run_1/cell_classes.png
Bar = 20 µm.
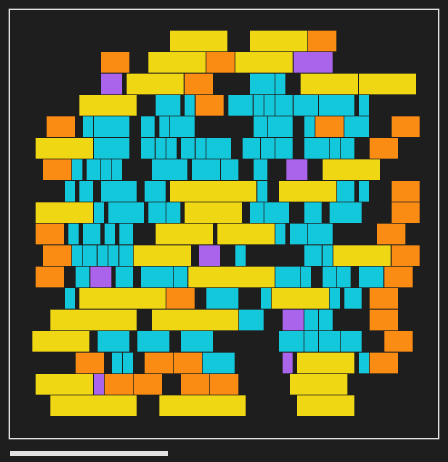
run_1/registers.png
Bar = 20 µm. Other sequential cells in the stronger grey, the rest of the logic in the fainter grey.
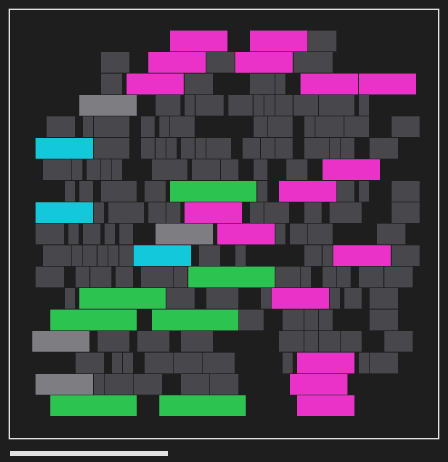
run_1/final_congestion.png
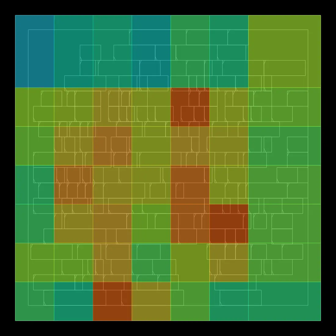
<file path="src/rtl/cycle_bit_serializer_if.sv">
// Word-in / bit-out bundle between a word source and cycle_bit_serializer.
// The source drives din/load; the serializer returns ready and the serial stream.
interface cycle_bit_serializer_if #(
  parameter int WIDTH = 8
);
  logic [WIDTH-1:0] din;
  logic             load;
  logic             ready;
  logic             out;
  logic             out_valid;
  logic             last;
  logic [15:0]      words;

  modport master (
    output din, load,
    input  ready, out, out_valid, last, words
  );

  modport slave (
    input  din, load,
    output ready, out, out_valid, last, words
  );
endinterface

</file>
<file path="src/rtl/cycle_bit_serializer.sv">
// Parallel-to-serial source: accepts a WIDTH-bit word on load/ready and shifts it
// out one bit per clock, flagging the last bit; back-to-back words have no gap.
module cycle_bit_serializer #(
  parameter int WIDTH     = 8,
  parameter bit MSB_FIRST = 1'b1,
  parameter bit IDLE_BIT  = 1'b0
) (
  input  logic                 clk,
  input  logic                 r,
  cycle_bit_serializer_if.slave bus
);
  localparam int            CW       = $clog2(WIDTH);
  localparam logic [CW-1:0] LAST_IDX = CW'(WIDTH - 1);

  typedef enum logic {IDLE, SHIFT} state_t;

  state_t           state, state_next;
  logic [CW-1:0]    bitcnt;
  logic [WIDTH-1:0] shreg;
  logic             at_last;
  logic             accept;

  logic             out_q;
  logic             out_valid_q;
  logic             last_q;
  logic [15:0]      words_q;

  logic             din_first;
  logic [WIDTH-1:0] din_rest;
  logic             sh_bit;
  logic [WIDTH-1:0] sh_rest;

  // NOTE: clocked state is always written with <= so every register samples
  // pre-edge values regardless of process ordering.
  always_ff @(posedge clk) begin
    if (r) state <= IDLE;
    else   state <= state_next;
  end

  // NOTE: every combinational output gets a default first, so no path can
  // leave it unassigned and infer a latch.
  always_comb begin
    state_next = state;
    case (state)
      IDLE:    if (bus.load) state_next = SHIFT;
      SHIFT:   if (at_last && !bus.load) state_next = IDLE;
      default: state_next = IDLE;
    endcase
  end

  // ready depends only on state and bitcnt, never on load or din.
  always_comb begin
    at_last   = (state == SHIFT) && (bitcnt == LAST_IDX);
    bus.ready = (state == IDLE) || at_last;
  end

  assign accept = bus.load && bus.ready;

  // Bit-order selection: the word's first bit goes straight to out, the
  // remainder is parked in shreg with the next bit at the exit end.
  always_comb begin
    din_first = bus.din[0];
    din_rest  = bus.din >> 1;
    sh_bit    = shreg[0];
    sh_rest   = shreg >> 1;
    if (MSB_FIRST) begin
      din_first = bus.din[WIDTH-1];
      din_rest  = bus.din << 1;
      sh_bit    = shreg[WIDTH-1];
      sh_rest   = shreg << 1;
    end
  end

  // NOTE: shreg carries no reset; its contents are only observed while
  // out_valid is set, and that is only after a fresh load.
  always_ff @(posedge clk) begin
    if (!r && accept) shreg <= din_rest;
    else if (!r && state == SHIFT && !at_last) shreg <= sh_rest;
  end

  always_ff @(posedge clk) begin
    if (r) begin
      bitcnt      <= '0;
      out_q       <= IDLE_BIT;
      out_valid_q <= 1'b0;
      last_q      <= 1'b0;
      words_q     <= '0;
    end else begin
      if (at_last) words_q <= words_q + 16'd1;

      if (accept) begin
        bitcnt      <= '0;
        out_q       <= din_first;
        out_valid_q <= 1'b1;
        last_q      <= 1'b0;
      end else if (state == SHIFT && !at_last) begin
        bitcnt      <= bitcnt + CW'(1);
        out_q       <= sh_bit;
        out_valid_q <= 1'b1;
        last_q      <= ((bitcnt + CW'(1)) == LAST_IDX);
      end else begin
        out_q       <= IDLE_BIT;
        out_valid_q <= 1'b0;
        last_q      <= 1'b0;
      end
    end
  end

  assign bus.out       = out_q;
  assign bus.out_valid = out_valid_q;
  assign bus.last      = last_q;
  assign bus.words     = words_q;
endmodule

</file>
<file path="src/flat_wrapper.sv">
// flat-port wrapper written by rule: the top's interface ports become plain ports
module cycle_bit_serializer_flat 
#(
  parameter int WIDTH     = 8,
  parameter bit MSB_FIRST = 1'b1,
  parameter bit IDLE_BIT  = 1'b0
)
  (clk, r, bus_din, bus_load, bus_ready, bus_out, bus_out_valid, bus_last, bus_words);
  cycle_bit_serializer_if #(.WIDTH(WIDTH)) bus_i ();
  input  logic clk;
  input  logic r;
  input wire logic [$bits(bus_i.din)-1:0] bus_din;
  input wire logic [$bits(bus_i.load)-1:0] bus_load;
  output wire logic [$bits(bus_i.ready)-1:0] bus_ready;
  output wire logic [$bits(bus_i.out)-1:0] bus_out;
  output wire logic [$bits(bus_i.out_valid)-1:0] bus_out_valid;
  output wire logic [$bits(bus_i.last)-1:0] bus_last;
  output wire logic [$bits(bus_i.words)-1:0] bus_words;
  assign bus_i.din = bus_din;
  assign bus_i.load = bus_load;
  assign bus_ready = bus_i.ready;
  assign bus_out = bus_i.out;
  assign bus_out_valid = bus_i.out_valid;
  assign bus_last = bus_i.last;
  assign bus_words = bus_i.words;
  cycle_bit_serializer #(.WIDTH(WIDTH), .MSB_FIRST(MSB_FIRST), .IDLE_BIT(IDLE_BIT)) u_core (.clk(clk), .r(r), .bus(bus_i));
endmodule
</file>
<file path="config.mk">
export PLATFORM = sky130hd
export DESIGN_NAME = cycle_bit_serializer_flat
export DESIGN_NICKNAME = d
export VERILOG_FILES = /design/src/rtl/cycle_bit_serializer_if.sv /design/src/rtl/cycle_bit_serializer.sv /design/src/flat_wrapper.sv
export SDC_FILE = /design/constraint.sdc
export NUM_CORES = 1
export LEC_CHECK = 0
export ABC_CLOCK_PERIOD_IN_PS = 6000
export CORE_MARGIN = 2
export CORE_UTILIZATION = 52
export DETAILED_ROUTE_END_ITERATION = 12
export PLACE_DENSITY = 0.83
export REMOVE_ABC_BUFFERS = 1
export SLEW_MARGIN = 20
export SYNTH_ARGS = -nofsm -noshare
export SYNTH_HDL_FRONTEND = slang
export SYNTH_SLANG_ARGS = --single-unit
</file>
<file path="constraint.sdc">
create_clock -name clk -period 6 [get_ports clk]
set_input_delay 0.9 -clock clk [delete_from_list [all_inputs] [get_ports clk]]
set_output_delay 0.9 -clock clk [all_outputs]
set_load 0.1 [all_outputs]
</file>
==> impl_metrics.ini, run 1 <==
; yosys + openroad results
[run_status]
status = finished, final reports clean

[detailed_routing]
drtIter0Drc = 14
vias = 1059
route.detailed.drc = 0
first_pass_iters = 4
routed_wirelength_mm = 2.52

[finish]
logic_area_um2 = 611
area_delta_synth_final_pct = 29.0
nets = 182

[floorplan]
rows = 18
fp.coreArea_um2 = 2430
fp_util_pct = 54.0
pin_count = 31

[synth]
postSynthCellCount = 133
netlist_area_um2 = 1310
ys_chip_area_um2 = 1310
ys_warn_count = 0
ys.flops = 30
common_cells = dfxtp_1 (23), nor2_1 (19), nand2_1 (11), a21oi_1 (8)
ys_cells = 133
top_area_share_pct = 35.1
area_leaders = dfxtp_1 (35%), edfxtp_1 (16%), nor2_1 (5.4%)
synthArstFlopShare_pct = 0

[power_and_ir_drop]
p_sw_uw = 90.7
leakage_uw = 0.000608
seqPwrFrac_pct = 57.6

[clock_network]
cts_buffer_depth = 2
cts_tree = yes
cts_sinks = 30
insertion_delay_ns = 0.33

[sta]
relSlewSlack_pct = 34.7
finalMaxSlewViolations = 0
timing.final.crit_share_pct = 56.9
finalHoldViolCount = 0
setup_viol = 0

[placed_design]
dpl.cell_count = 189
io_buffer_count = 30
dp_hpwl_mm = 1.85

[critical_path]
critical-path-top-delay-family = buffers and inverters
cp.arrival_ns = 2.52
worstPathMaxFanout = 7
startpoint_type = flip-flop
critPathKind = reg -> out

[global_route]
gr-total-overflow = 0

[worst_hold_path]
hp-class = reg -> reg

[flow_run]
warnings = 27
Notes on cell_classes.png above:
[yellow] flops | cells: 30 | share of their area: 41%
[orange] other buffers and delay cells | cells: 30 | share of their area: 18%
[purple] clock drivers and dummy loads | cells: 8 | share of their area: 3.6%
[cyan] all other logic | cells: 99 | share of their area: 38%

Notes on registers.png above:
[magenta] `u_core.bus.words` | flops: 16
[green] `u_core.shreg` | flops: 7
[cyan] `u_core.bitcnt` | flops: 3
not coloured: 4

Notes on final_congestion.png above:
met2 Use GR: 37.8%
routed len/inst: 12.8 µm
met1 Resource Use GR: 22.6%

run 1: cell families after synthesis:
| family | count (synthesis) | synth area share (%) |
|---|---|---|
| multiplexers | 6 | 5.15 |
| flip-flops | 30 | 51.1 |
| AND-OR/OR-AND | 13 | 5.24 |
| XOR/XNOR | 12 | 8.01 |
| AND/OR/NAND/NOR | 59 | 23.4 |
| adder cells (fa/ha/maj) | 5 | 4.77 |
| buffers and inverters | 8 | 2.38 |
run 1: per-stage QoR:
stage	utilization, %	area [µm²]	setup WS (ns)	total power [µW]
floorplan	-	1300	3.68	241
global placement	67.2	1630	2.83	254
detailed placement	67.2	1630	2.73	256
CTS	69.6	1690	2.58	378
global route	69.6	1690	2.42	389
finish	69.6	1690	2.58	375
run 1: metal layers:
layer | track usage, % | routed length, µm
met3 | 5.74 | 111
met1 | 22.6 | 1070
met4 | 10.0 | 51
met2 | 37.8 | 1290
met5 | 0 | 0
run 1: placed cells by master, fill, tap and decap left out, drive strengths merged, types with 2 or more instances in the layout:
master	n
edfxtp	7
dfxtp	23
a21oi	8
xnor2	5
o21ai	3
nand4	6
clkbuf	8
or3	3
mux2	6
ha	5
and4	3
nand3	7
xor2	7
nor4	2
inv	4
nor3	4
nand2	11
nor2	19
clkdlybuf4s50	30
run 1: flip-flops by register name (all words and copies together), names as in the netlist:
| signal | flops |
|---|---|
| u_core.shreg | 7 |
| u_core.bus.last | 1 |
| u_core.bus.out | 1 |
| u_core.bitcnt | 3 |
| u_core.state | 1 |
| u_core.bus.out_valid | 1 |
| u_core.bus.words | 16 |
run 1: power groups by stage:
stage	Combinational, µW	Sequential [µW]	Clock, µW
2_1_floorplan	14.4	226	0
3_3_place_gp	33.6	220	0
3_5_place_dp	34.9	221	0
4_1_cts	35.1	216	127
5_1_grt	37.5	217	135
6_report	34.8	216	124
run 1: worst paths after layout:
path                                to  slack, ns  cells after the start
setup / recovery             bus_ready       2.58                      5
hold / removal    u_core.bus.words[15]       0.49                      2
setup reg to reg       u_core.shreg[6]       3.79                      4
hold reg to reg   u_core.bus.words[15]       0.49                      2
run 1: worst min-delay path, stage by stage (launching register included):
cell and delay (ns):
dfxtp_1 0.33, o31ai_1 0.06, a21oi_1 0.05
run 1: cell type report:
class,count,share of cell area [%]
repair buffers,30,17.7
clock buffers,8,3.47
multi-input cells,95,36.1
well taps,30,2.22
inverters,4,0.887
flip-flops and latches,30,39.6
run_1/metal_stack.png
Bar = 20 µm. Two of the layers only.
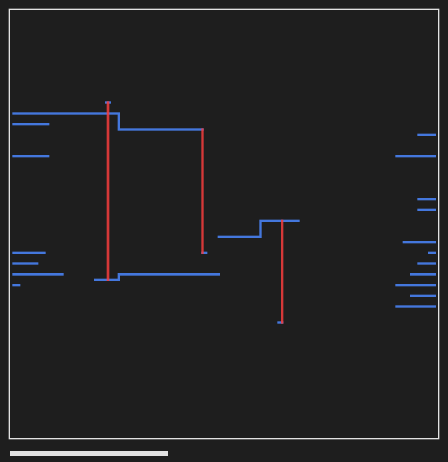

==> run 1 -> run 2 <==
Settings changed: ABC_CLOCK_PERIOD_IN_PS 6000 to 2950, CORE_UTILIZATION 52 to 43, PLACE_DENSITY 0.83 to 0.73.
Clock period 6 ns to 2.95 ns, I/O delays scaled along.
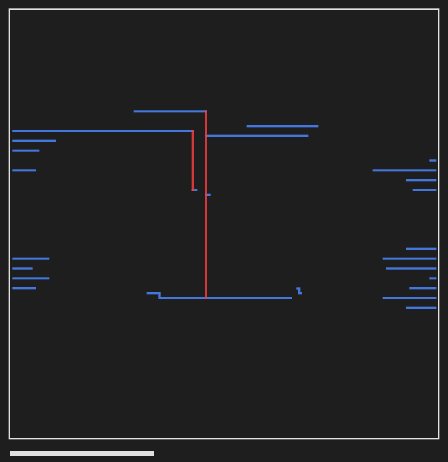
run_2/metal_stack.png
Bar = 20 µm. Two of the layers only.
[blue] met3 | wire length: 157 µm
[red] met4 | wire length: 34.0 µm

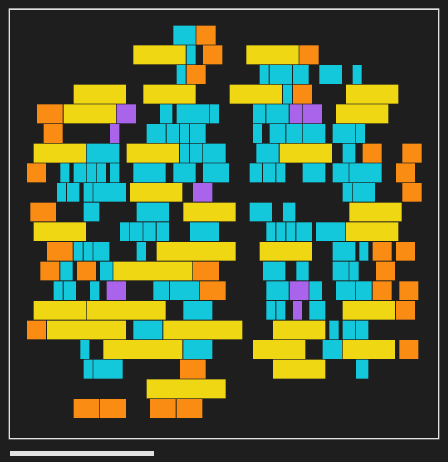
run_2/cell_classes.png
Bar = 20 µm.
[cyan] all other logic | cells: 99 | share of their area: 39%
[orange] other buffers and delay cells | cells: 31 | share of their area: 16%
[yellow] flops | cells: 30 | share of their area: 42%
[purple] clock drivers and dummy loads | cells: 8 | share of their area: 3.1%

==> impl_metrics.ini, run 2 <==
; yosys + openroad results
[finish]
nets = 183

[critical_path]
reg2regPathDepth = 4
critPathKind = reg -> out
worstPathMaxFanout = 7
startpoint_type = flip-flop
rrSetupSlack_ns = 0.77
r2r-end = u_core.shreg[5]

[synth]
synthArstFlopShare_pct = 0
ys_chip_area_um2 = 1310
ys_cells = 133
netlist_area_um2 = 1310

[worst_hold_path]
hold_end = u_core.bus.words[15]
hold_depth = 2

[detailed_routing]
wire_per_inst_um = 12.7
route.detailed.drc = 0

[power_and_ir_drop]
leakage_uw = 0.000649
finalPower_uw = 735

[run_status]
status = finished, final reports clean

[sta]
timing.final.crit_share_pct = 76.5
relSlewSlack_pct = 39.1
setup_viol = 0
setup_ws_ns = 0.695

[placed_design]
io_buffer_count = 30

[global_route]
gr-total-overflow = 0
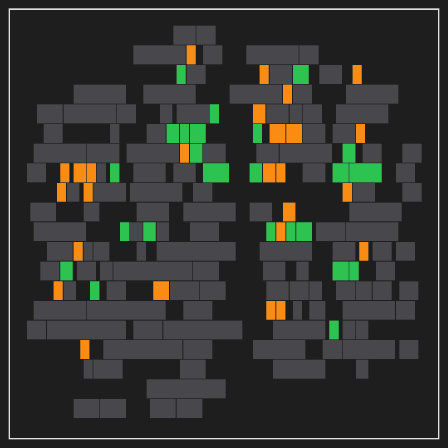
run_2/gate_families.png
[orange] NOR gates | cells: 26 | most used: nor2_1
[green] NAND gates | cells: 24 | most used: nand2_1

==> run 2: cell counts after synthesis <==
Identical to the previous run, type by type.
==> run 2: layout make-up <==
class / instances / area (µm²) / share of cell area, %
sequential: 30 / 671 / 40.8
multi-input combinational: 95 / 611 / 37.1
timing repair buffer: 31 / 258 / 15.7
clock buffer: 6 / 41.3 / 2.51
tap: 33 / 41.3 / 2.51
inverter: 4 / 15.0 / 0.913
clock inverter: 2 / 8.76 / 0.532
==> run 2: per-layer routing <==
metal,share of wire (%),global-route usage (%),vias to the layer above,wire length (µm)
met4,1.3,5.84,0,34
met2,51,28.9,29,1310
met3,6.1,5.90,6,156
li1,-,-,534,-
met1,41,19.1,488,1050
met5,0,0,-,0
==> run 2: critical path, cell delays in order (launching register included) <==
cell and delay [ns]:
dfxtp_1 0.34, ha_1 0.22, ha_1 0.19, nor2b_1 0.27, inv_1 0.19, buf_4 0.27
==> run 2: worst max path at each step <==
| stage | startpoint | to | slack (ns) | cells past startpoint |
|---|---|---|---|---|
| floorplan | u_core.bus.words[3] | u_core.bus.words[15] | 0.63 | 4 |
| global placement | bus_load | u_core.shreg[4] | 0.65 | 4 |
| detailed placement | bus_load | u_core.shreg[4] | 0.60 | 4 |
| CTS | u_core.bitcnt[0] | bus_ready | 0.66 | 5 |
| global route | u_core.bitcnt[0] | bus_ready | 0.52 | 5 |
| finish | u_core.bitcnt[0] | bus_ready | 0.69 | 5 |
==> run 2: logic make-up (layout without fill, tap and decap cells) <==
group	after synthesis	in the layout	share of synthesized area [%]
XOR/XNOR	12	12	8.01
multiplexers	6	6	5.15
AND-OR/OR-AND	13	13	5.24
buffers and inverters	8	43	2.38
adder cells (fa/ha/maj)	5	5	4.77
flip-flops	30	30	51.1
AND/OR/NAND/NOR	59	59	23.4
==> run 2: power by group <==
| group | switching [µW] | internal, µW | leakage (µW) |
|---|---|---|---|
| Sequential | 5.83 | 434 | 0.000253 |
| Clock | 135 | 89.3 | 0.0000297 |
| Combinational | 43.4 | 27.7 | 0.000366 |
| Total | 184 | 551 | 0.000649 |
==> run 2: metrics by stage <==
| step | util [%] | instance area (µm²) | instances | hold slack (ns) |
|---|---|---|---|---|
| after floorplan | - | 1300 | 129 | 0.463 |
| after global placement | 53.6 | 1600 | 193 | 0.469 |
| after detailed placement | 53.6 | 1600 | 193 | 0.482 |
| after CTS | 55.3 | 1650 | 201 | 0.495 |
| after global routing | 55.3 | 1650 | 201 | 0.530 |
| final | 55.3 | 1650 | 201 | 0.496 |
run_2/registers.png
Bar = 20 µm. Other sequential cells in the stronger grey, the rest of the logic in the fainter grey.
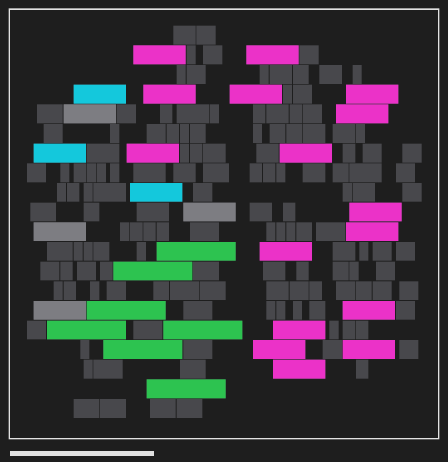

==> run 2 -> run 3 <==
Settings changed: ABC_CLOCK_PERIOD_IN_PS 2950 to 2120, CORE_UTILIZATION 43 to 48, PLACE_DENSITY 0.73 to 0.77.
Clock period 2.95 ns to 2.12 ns, I/O delays scaled along.
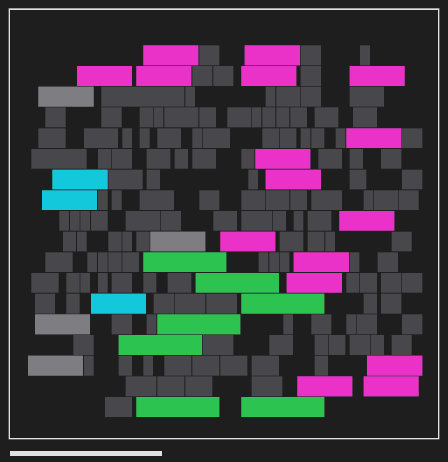
run_3/registers.png
Bar = 20 µm. Other sequential cells in the stronger grey, the rest of the logic in the fainter grey.
Reg area: 671 µm²
Seq power: 612 µW
post-layout util: 66.8%
flop share of the area: 39.5%

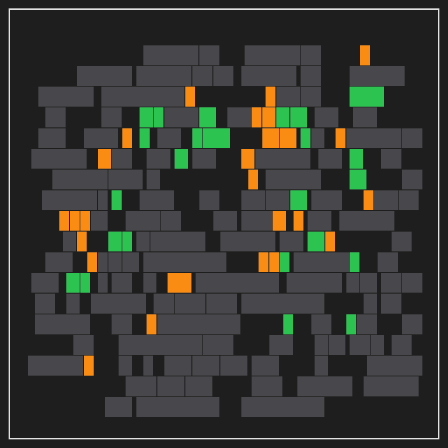
run_3/gate_families.png
[green] NAND gates | cells: 24 | most used: nand2_1
[orange] NOR gates | cells: 26 | most used: nor2_1

==> impl_metrics.ini, run 3 <==
; yosys + openroad results
[sta]
timing.final.crit_share_pct = 93.6
setup_ws_ns = 0.136
setup_viol = 0
finalHoldViolCount = 0

[critical_path]
crit_chain = ha_1 > ha_1 > nor2b_2 > buf_4 > inv_1 > buf_12
cp.arrival_ns = 1.67

[synth]
ys_chip_area_um2 = 1310
ys_cells = 133
ys_warn_count = 0
top_area_share_pct = 35.1
area_leaders = dfxtp_1 (35%), edfxtp_1 (16%), nor2_1 (5.4%)

[power_and_ir_drop]
p_sw_uw = 270
leakage_uw = 0.000680
seqPwrFrac_pct = 52.6

[clock_network]
cts_tree = yes
cts_buffer_depth = 2

[placed_design]
dp_hpwl_mm = 1.89
io_buffer_count = 30
place_area_um2 = 1620

[global_route]
gr-total-overflow = 0

[worst_hold_path]
hold_depth = 2

[detailed_routing]
routed_wirelength_mm = 2.57
first_pass_iters = 4
drtIter0Drc = 21

[run_status]
status = finished, final reports clean
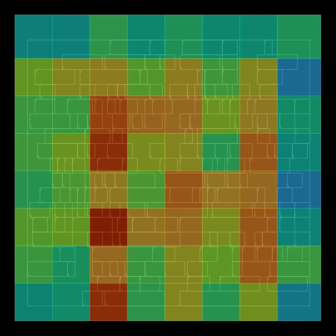
run_3/final_congestion.png
met1 Resource Use GR: 19.4%
most used routing layer: met2
met2 Use GR: 33.4%
met3 usage: 7.37%
routed len/inst: 12.8 µm

-- run 3: area by class of cell --
type | instances | area share (%)
clock inverters | 3 | 2.36
clock buffers | 5 | 2.21
flip-flops and latches | 30 | 39.5
well taps | 30 | 2.21
multi-input cells | 95 | 36.1
inverters | 4 | 0.884
repair buffers | 33 | 16.8
-- run 3: logic make-up after synthesis --
family          after synthesis  share of synthesized area [%]
buf+inv                       8                           2.38
fa+ha+maj                     5                           4.77
mux                           6                           5.15
flops                        30                           51.1
compound gates               13                           5.24
xor+xnor                     12                           8.01
simple gates                 59                           23.4
-- run 3: power by group through the flow --
stage	clock network, µW	registers [µW]	logic [µW]
after floorplan	0	641	40.9
after global placement	0	624	105
after detailed placement	0	625	107
after CTS	460	612	108
after global routing	480	614	115
final	444	612	107
-- run 3: through the flow --
step | setup TNS (ns) | power (µW)
3_5_place_dp | 0 | 732
3_3_place_gp | 0 | 729
5_1_grt | 0 | 1210
2_1_floorplan | -0.283 | 682
6_report | 0 | 1160
4_1_cts | 0 | 1180
-- run 3: worst max-delay path by stage --
stage                         from              endpoint  slack (ns)  cells past startpoint
2_1_floorplan  u_core.bus.words[3]  u_core.bus.words[15]       -0.20                      4
3_3_place_gp              bus_load       u_core.shreg[3]        0.12                      5
3_5_place_dp              bus_load       u_core.shreg[4]        0.07                      5
4_1_cts           u_core.bitcnt[0]             bus_ready        0.09                      6
5_1_grt           u_core.bitcnt[0]  u_core.bus.words[15]        0.01                      6
6_report          u_core.bitcnt[0]             bus_ready        0.14                      6
-- run 3: critical path, delay by kind of cell, from the launching register on --
kind	cells	cell delay, ns
simple gates	1	0.13
fa+ha+maj	2	0.41
flops	1	0.34
buf+inv	3	0.46
-- run 3: repair_timing --
| action | CTS | global route |
|---|---|---|
| buffers inserted | 0 | 0 |
| hold buffers | 0 | 0 |
| gates resized | 0 | 1 |
| setup endpoints to repair | 0 | 1 |
-- run 3: routing by layer --
metal	vias up	track usage, %	routed length (µm)
met3	5	7.37	145
met1	490	19.4	1100
li1	540	-	-
met5	-	0	0
met4	0	7.14	40
met2	26	33.4	1280
No activity file was given, so power comes from the tool's default toggle rates.
